==> src/rtl/system_controller_pkg.sv <==
// system_controller_pkg: shared widths, command opcodes, operand addresses and FSM encoding.
package system_controller_pkg;
  localparam int DATA_WIDTH = 8;
  localparam int REGISTER_FILE_DEPTH = 16;
  localparam int ADDR_WIDTH = $clog2(REGISTER_FILE_DEPTH);
  localparam int ALU_FUNC_WIDTH = 4;
  localparam logic [DATA_WIDTH-1:0] CMD_RF_WR = 8'hAA;
  localparam logic [DATA_WIDTH-1:0] CMD_RF_RD = 8'hBB;
  localparam logic [DATA_WIDTH-1:0] CMD_ALU_OP = 8'hCC;
  localparam logic [DATA_WIDTH-1:0] CMD_ALU_NOP = 8'hDD;
  localparam logic [ADDR_WIDTH-1:0] OPERAND_A_ADDR = ADDR_WIDTH'(0);
  localparam logic [ADDR_WIDTH-1:0] OPERAND_B_ADDR = ADDR_WIDTH'(1);
  localparam logic [3:0] S_IDLE = 4'd0;
  localparam logic [3:0] S_WR_ADDR = 4'd1;
  localparam logic [3:0] S_WR_DATA = 4'd2;
  localparam logic [3:0] S_RD_ADDR = 4'd3;
  localparam logic [3:0] S_RD_WAIT = 4'd4;
  localparam logic [3:0] S_OP_A = 4'd5;
  localparam logic [3:0] S_OP_B = 4'd6;
  localparam logic [3:0] S_ALU_FN = 4'd7;
  localparam logic [3:0] S_ALU_WAIT = 4'd8;
  localparam logic [3:0] S_TX_LO = 4'd9;
  localparam logic [3:0] S_TX_LAST = 4'd10;
  typedef enum logic [3:0] {
    IDLE = S_IDLE, WR_ADDR = S_WR_ADDR, WR_DATA = S_WR_DATA, RD_ADDR = S_RD_ADDR,
    RD_WAIT = S_RD_WAIT, OP_A = S_OP_A, OP_B = S_OP_B, ALU_FN = S_ALU_FN,
    ALU_WAIT = S_ALU_WAIT, TX_LO = S_TX_LO, TX_LAST = S_TX_LAST
  } state_t;
endpackage

==> src/rtl/system_controller_if.sv <==
// system_controller_if: UART-side, register-file and ALU signals seen by the command sequencer.
interface system_controller_if;
  import system_controller_pkg::*;
  logic [DATA_WIDTH-1:0] rx_data;
  logic rx_valid;
  logic [DATA_WIDTH-1:0] rf_rd_data;
  logic rf_rd_valid;
  logic [2*DATA_WIDTH-1:0] alu_out;
  logic alu_out_valid;
  logic tx_busy;
  logic [ADDR_WIDTH-1:0] rf_addr;
  logic rf_wr_en;
  logic rf_rd_en;
  logic [DATA_WIDTH-1:0] rf_wr_data;
  logic [ALU_FUNC_WIDTH-1:0] alu_func;
  logic alu_en;
  logic alu_clk_en;
  logic [DATA_WIDTH-1:0] tx_data;
  logic tx_valid;
  modport master (
    input rx_data, rx_valid, rf_rd_data, rf_rd_valid, alu_out, alu_out_valid, tx_busy,
    output rf_addr, rf_wr_en, rf_rd_en, rf_wr_data, alu_func, alu_en, alu_clk_en, tx_data, tx_valid
  );
  modport slave (
    output rx_data, rx_valid, rf_rd_data, rf_rd_valid, alu_out, alu_out_valid, tx_busy,
    input rf_addr, rf_wr_en, rf_rd_en, rf_wr_data, alu_func, alu_en, alu_clk_en, tx_data, tx_valid
  );
endinterface

==> src/rtl/system_controller_tx_byte_sender.sv <==
// system_controller_tx_byte_sender: holds one byte and runs the tx_valid/tx_busy handshake, pulsing done on acceptance.
module system_controller_tx_byte_sender
  import system_controller_pkg::*;
(
  input  logic ref_clk,
  input  logic reset_n,
  input  logic load,
  input  logic [DATA_WIDTH-1:0] data_in,
  input  logic tx_busy,
  output logic [DATA_WIDTH-1:0] tx_data,
  output logic tx_valid,
  output logic done
);
  logic pending;
  always_ff @(posedge ref_clk or negedge reset_n) begin
    if (!reset_n) begin
      tx_data <= '0;
      tx_valid <= 1'b0;
      done <= 1'b0;
      pending <= 1'b0;
    end else begin
      done <= tx_valid && tx_busy;
      if (load) begin
        tx_data <= data_in;
        pending <= 1'b1;
        tx_valid <= 1'b0;
      end else if (tx_valid && tx_busy) begin
        tx_valid <= 1'b0;
        pending <= 1'b0;
      end else begin
        tx_valid <= pending && !tx_busy;
      end
    end
  end
endmodule

==> src/rtl/system_controller.sv <==
// system_controller: decodes framed UART commands into RF/ALU strobes and returns results byte by byte.
module system_controller
  import system_controller_pkg::*;
(
  input logic ref_clk,
  input logic reset_n,
  system_controller_if.master bus
);
  state_t state, state_d;
  logic [ADDR_WIDTH-1:0] addr_q, addr_d;
  logic [DATA_WIDTH-1:0] wdata_q, wdata_d, hi_q, hi_d, load_byte;
  logic [ALU_FUNC_WIDTH-1:0] func_q, func_d;
  logic wr_q, wr_d, rd_q, rd_d, go_q, go_d, alu_en_q, clk_en_q, clk_en_d, load, done;
  always_ff @(posedge ref_clk or negedge reset_n) begin
    if (!reset_n) begin
      state <= IDLE;
      addr_q <= '0;
      wdata_q <= '0;
      hi_q <= '0;
      func_q <= '0;
      wr_q <= 1'b0;
      rd_q <= 1'b0;
      go_q <= 1'b0;
      alu_en_q <= 1'b0;
      clk_en_q <= 1'b0;
    end else begin
      state <= state_d;
      addr_q <= addr_d;
      wdata_q <= wdata_d;
      hi_q <= hi_d;
      func_q <= func_d;
      wr_q <= wr_d;
      rd_q <= rd_d;
      go_q <= go_d;
      alu_en_q <= go_q;
      clk_en_q <= clk_en_d;
    end
  end
  always_comb begin
    state_d = state;
    addr_d = addr_q;
    wdata_d = wdata_q;
    hi_d = hi_q;
    func_d = func_q;
    clk_en_d = clk_en_q;
    wr_d = 1'b0;
    rd_d = 1'b0;
    go_d = 1'b0;
    load = 1'b0;
    load_byte = hi_q;
    case (state)
      IDLE: if (bus.rx_valid)
        state_d = bus.rx_data == CMD_RF_WR ? WR_ADDR :
                  bus.rx_data == CMD_RF_RD ? RD_ADDR :
                  bus.rx_data == CMD_ALU_OP ? OP_A :
                  bus.rx_data == CMD_ALU_NOP ? ALU_FN : IDLE;
      WR_ADDR: if (bus.rx_valid) begin
        addr_d = bus.rx_data[ADDR_WIDTH-1:0];
        state_d = WR_DATA;
      end
      WR_DATA: if (bus.rx_valid) begin
        wdata_d = bus.rx_data;
        wr_d = 1'b1;
        state_d = IDLE;
      end
      RD_ADDR: if (bus.rx_valid) begin
        addr_d = bus.rx_data[ADDR_WIDTH-1:0];
        rd_d = 1'b1;
        state_d = RD_WAIT;
      end
      RD_WAIT: if (bus.rf_rd_valid) begin
        load = 1'b1;
        load_byte = bus.rf_rd_data;
        state_d = TX_LAST;
      end
      OP_A, OP_B: if (bus.rx_valid) begin
        addr_d = state == OP_A ? OPERAND_A_ADDR : OPERAND_B_ADDR;
        wdata_d = bus.rx_data;
        wr_d = 1'b1;
        state_d = state == OP_A ? OP_B : ALU_FN;
      end
      ALU_FN: if (bus.rx_valid) begin
        func_d = bus.rx_data[ALU_FUNC_WIDTH-1:0];
        clk_en_d = 1'b1;
        go_d = 1'b1;
        state_d = ALU_WAIT;
      end
      ALU_WAIT: if (bus.alu_out_valid) begin
        hi_d = bus.alu_out[2*DATA_WIDTH-1:DATA_WIDTH];
        load = 1'b1;
        load_byte = bus.alu_out[DATA_WIDTH-1:0];
        clk_en_d = 1'b0;
        state_d = TX_LO;
      end
      TX_LO: if (done) begin
        load = 1'b1;
        state_d = TX_LAST;
      end
      TX_LAST: if (done) state_d = IDLE;
      default: state_d = IDLE;
    endcase
  end
  assign bus.rf_addr = addr_q;
  assign bus.rf_wr_en = wr_q;
  assign bus.rf_rd_en = rd_q;
  assign bus.rf_wr_data = wdata_q;
  assign bus.alu_func = func_q;
  assign bus.alu_en = alu_en_q;
  assign bus.alu_clk_en = clk_en_q;
  system_controller_tx_byte_sender u_tx_byte_sender (
    .ref_clk(ref_clk),
    .reset_n(reset_n),
    .load(load),
    .data_in(load_byte),
    .tx_busy(bus.tx_busy),
    .tx_data(bus.tx_data),
    .tx_valid(bus.tx_valid),
    .done(done)
  );
endmodule

==> src/flat_wrapper.sv <==
// flat-port wrapper written by rule: the top's interface ports become plain ports
module system_controller_flat import system_controller_pkg::*;
  (ref_clk, reset_n, bus_rx_data, bus_rx_valid, bus_rf_rd_data, bus_rf_rd_valid, bus_alu_out, bus_alu_out_valid, bus_tx_busy, bus_rf_addr, bus_rf_wr_en, bus_rf_rd_en, bus_rf_wr_data, bus_alu_func, bus_alu_en, bus_alu_clk_en, bus_tx_data, bus_tx_valid);
  system_controller_if bus_i ();
  input logic ref_clk;
  input logic reset_n;
  input wire logic [$bits(bus_i.rx_data)-1:0] bus_rx_data;
  input wire logic [$bits(bus_i.rx_valid)-1:0] bus_rx_valid;
  input wire logic [$bits(bus_i.rf_rd_data)-1:0] bus_rf_rd_data;
  input wire logic [$bits(bus_i.rf_rd_valid)-1:0] bus_rf_rd_valid;
  input wire logic [$bits(bus_i.alu_out)-1:0] bus_alu_out;
  input wire logic [$bits(bus_i.alu_out_valid)-1:0] bus_alu_out_valid;
  input wire logic [$bits(bus_i.tx_busy)-1:0] bus_tx_busy;
  output wire logic [$bits(bus_i.rf_addr)-1:0] bus_rf_addr;
  output wire logic [$bits(bus_i.rf_wr_en)-1:0] bus_rf_wr_en;
  output wire logic [$bits(bus_i.rf_rd_en)-1:0] bus_rf_rd_en;
  output wire logic [$bits(bus_i.rf_wr_data)-1:0] bus_rf_wr_data;
  output wire logic [$bits(bus_i.alu_func)-1:0] bus_alu_func;
  output wire logic [$bits(bus_i.alu_en)-1:0] bus_alu_en;
  output wire logic [$bits(bus_i.alu_clk_en)-1:0] bus_alu_clk_en;
  output wire logic [$bits(bus_i.tx_data)-1:0] bus_tx_data;
  output wire logic [$bits(bus_i.tx_valid)-1:0] bus_tx_valid;
  assign bus_i.rx_data = bus_rx_data;
  assign bus_i.rx_valid = bus_rx_valid;
  assign bus_i.rf_rd_data = bus_rf_rd_data;
  assign bus_i.rf_rd_valid = bus_rf_rd_valid;
  assign bus_i.alu_out = bus_alu_out;
  assign bus_i.alu_out_valid = bus_alu_out_valid;
  assign bus_i.tx_busy = bus_tx_busy;
  assign bus_rf_addr = bus_i.rf_addr;
  assign bus_rf_wr_en = bus_i.rf_wr_en;
  assign bus_rf_rd_en = bus_i.rf_rd_en;
  assign bus_rf_wr_data = bus_i.rf_wr_data;
  assign bus_alu_func = bus_i.alu_func;
  assign bus_alu_en = bus_i.alu_en;
  assign bus_alu_clk_en = bus_i.alu_clk_en;
  assign bus_tx_data = bus_i.tx_data;
  assign bus_tx_valid = bus_i.tx_valid;
  system_controller u_core (.ref_clk(ref_clk), .reset_n(reset_n), .bus(bus_i));
endmodule
==> config.mk <==
export PLATFORM = sky130hd
export DESIGN_NAME = system_controller_flat
export DESIGN_NICKNAME = d
export VERILOG_FILES = /design/src/rtl/system_controller_pkg.sv /design/src/rtl/system_controller_if.sv /design/src/rtl/system_controller_tx_byte_sender.sv /design/src/rtl/system_controller.sv /design/src/flat_wrapper.sv
export SDC_FILE = /design/constraint.sdc
export NUM_CORES = 1
export LEC_CHECK = 0
export ABC_AREA = 1
export CAP_MARGIN = 30
export CORE_ASPECT_RATIO = 1.4
export CORE_MARGIN = 1.5
export CORE_UTILIZATION = 48
export DETAILED_ROUTE_END_ITERATION = 16
export PLACE_DENSITY_LB_ADDON = 0.2
export SYNTH_ARGS = -nofsm -noshare
export SYNTH_HDL_FRONTEND = slang
export SYNTH_SLANG_ARGS = --single-unit
==> constraint.sdc <==
create_clock -name ref_clk -period 1.59 [get_ports ref_clk]
set_input_delay 0.2385 -clock ref_clk [delete_from_list [all_inputs] [get_ports ref_clk]]
set_output_delay 0.2385 -clock ref_clk [all_outputs]
set_load 0.01 [all_outputs]
Gate-type map:
Scale bar: 20 um.
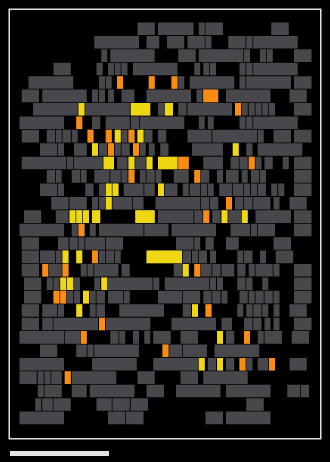
Yellow shows nor cells, cells 35. Orange shows inv cells, cells 32.

Metal layers overlaid:
Scale bar: 20 um.
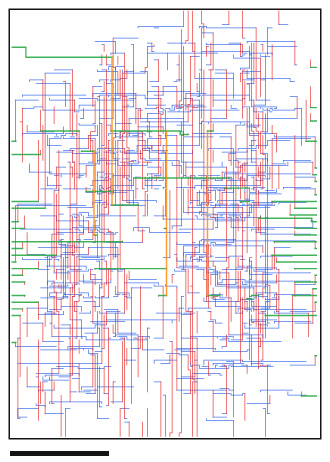
Green shows metal 3, wire length 287 um. Orange shows metal 4, wire length 114 um. Red shows metal 2, wire length 2900 um. Blue shows metal 1, wire length 2390 um.

Cell outlines without signal wires:
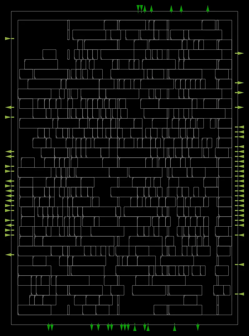
flop share of the area: 33.1%
# Taps: 64
fill cell count: 393

==> impl_metrics.csv <==
group,metric,value,unit
route,dr_wl_met2,2900,um
final_timing,setup_viol,0,
power_and_ir_drop,seqPwrFrac,36.2,%
power_and_ir_drop,clock_power_share,14.6,%
floorplanning,core-area,4840,um2
clock_network,numCtsBuffers,5,
logic_synthesis,ys_types,25,
logic_synthesis,aoi_share,11.4,%
floorplanning,boundaryPins,67,
cells_and_area,buffer_area_share,24.2,%
logic_synthesis,largest_area_cell,"dfrtp_1",
power_and_ir_drop,maxPowerGroup,"combinational cells",
cells_and_area,comb_cells,232,
global_routing,grt_max_degree,45,
status,status,"complete, no violations",
final_timing,fmax,687,MHz
critical_path,crit_family,"buffers and inverters",
flow_run,maxCapViolCount,0,
power_and_ir_drop,pg_clk,0.715,mW
logic_synthesis,synth.mux.area_fraction,0,%
route,wl_per_cell,12.4,um
global_routing,globalRoute.busiestLayer,"met2",
power_and_ir_drop,p_sw,1.88,mW
global_routing,grt_pass1_vias,2107,
clock_network,cts.path.max_buffers,2,
final_timing,timing.hold.ws,15.4,ps
final_timing,worstMarginPinSlew,555,ps
critical_path,critPathLaunchType,"register",
cells_and_area,nets,434,
route,drt_pass1_iterations,4,
logic_synthesis,synthArstFlopShare,100,%
power_and_ir_drop,power.leakage,1.70,nW
route,drtIter0Drc,155,
power_and_ir_drop,pwr-share-comb,49.2,%
clock_network,cts_hold_buf,0,
logic_synthesis,top_logic_kind,"simple AND/OR/NAND/NOR gates",
cells_and_area,sh_comb_area,33.7,%
logic_synthesis,topCellsByArea,"dfrtp_1 (46%), nand2_1 (18%), o21ai_0 (4.8%), nor2_1 (4.5%), inv_1 (3.9%)",
floorplanning,fp_util,49.7,%
cells_and_area,lay_top_cells,"nand2_1 (116), clkdlybuf4s50_1 (65), dfrtp_1 (44)",
place,hpwl,4320,um
place,port_buffers,66,
cells_and_area,seq_cells,44,
global_routing,use_met1,26.9,%
global_routing,grt_usage,22.4,%
cells_and_area,layout.cells.non_filler,461,
cells_and_area,inv_count,32,
critical_path,cp_max_fo,2,
logic_synthesis,postSynthCellCount,315,
logic_synthesis,ys_ff,44,
critical_path,crit_type,"register to output port",
route,via_per_inst,4.81,
final_timing,min_period,1450,ps
cells_and_area,clock_area_share,2.78,%
clock_network,htree_levels,2,
place,gp_congestion,0.865,
place,placed_area,3200,um2
route,vias,2219,
cells_and_area,area_delta_synth_final,38.4,%
cells_and_area,signal_buffers,81,
final_timing,drv_slew,0,
place,dpl.cell_count,450,
power_and_ir_drop,ir_worst_vdd,0.868,mV
cells_and_area,n_clock_buffer,6,
critical_path,critPathLaunch,"u_core.bus.rf_wr_data[5]$_DFFE_PN0P_",
logic_synthesis,flop_cell,"dfrtp_1",
global_routing,overflow,0,
logic_synthesis,synthSimpleGateAreaFrac,35.2,%
critical_path,reg2reg_from,"u_core.state[0]$_DFFE_PN0P_",
critical_path,crit_buf_inv,1,
cells_and_area,mi_logic_area,1120,um2
clock_network,cts_root_buffer,"clkbuf_8",
logic_synthesis,syn_area,2410,um2
final_timing,relSlewSlack,63.0,%
power_and_ir_drop,comb-power,2.41,mW
final_timing,worst_slack,135,ps
critical_path,cpMaxStageDelayCell,"clkdlybuf4s50_1",
Placed cells, one color a class:
Scale bar: 20 um. Fill, decap, tap and diode cells in gray.
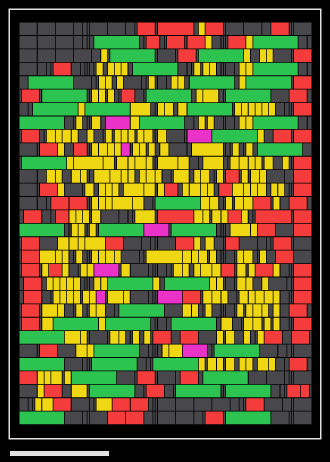
Magenta shows clock drivers and dummy loads, cells 8. Green shows sequential cells, cells 44. Yellow shows combinational and other logic, cells 264. Red shows remaining buffers and delay cells, cells 81.
Rows: 30
Final Instance Area: 3330 um2

Sequential cells colored by netlist name:
Scale bar: 20 um. Other sequential cells in the stronger gray, the rest of the logic in the fainter gray.
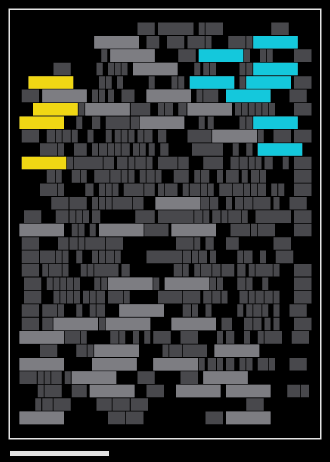
Yellow shows u_core.bus.rf_addr, placed flops 4, where top left. Cyan shows u_core.u_tx_byte_sender.tx_data, placed flops 8, where top right.
Another 32 sequential cells are not colored.
sequential cell power: 1.77 mW
Final Util: 68.8%
Sequential Area: 1100 um2

-- path summary, 6_finish.rpt --
kind                                                                   to  slack, ps  cells after the start
max                                                     bus_rf_wr_data[5]        140                      1
max reg2reg                u_core.u_tx_byte_sender.tx_data[1]$_DFFE_PN0P_        150                      9
min reg2reg                                   u_core.bus.alu_en$_DFF_PN0_        350                      0
min                                           u_core.bus.alu_en$_DFF_PN0_         20                      2
min in group ref_clk                          u_core.bus.alu_en$_DFF_PN0_        350                      0
max in group asynchronous               u_core.bus.rf_addr[2]$_DFFE_PN0P_       1190                      2
-- timing repair --
item	in CTS	in global routing
buffers inserted	0	3
gates resized	0	1
setup endpoints to repair	0	15
endpoints found under the hold margin	0	0
Power is estimated from default activity; no workload was simulated.
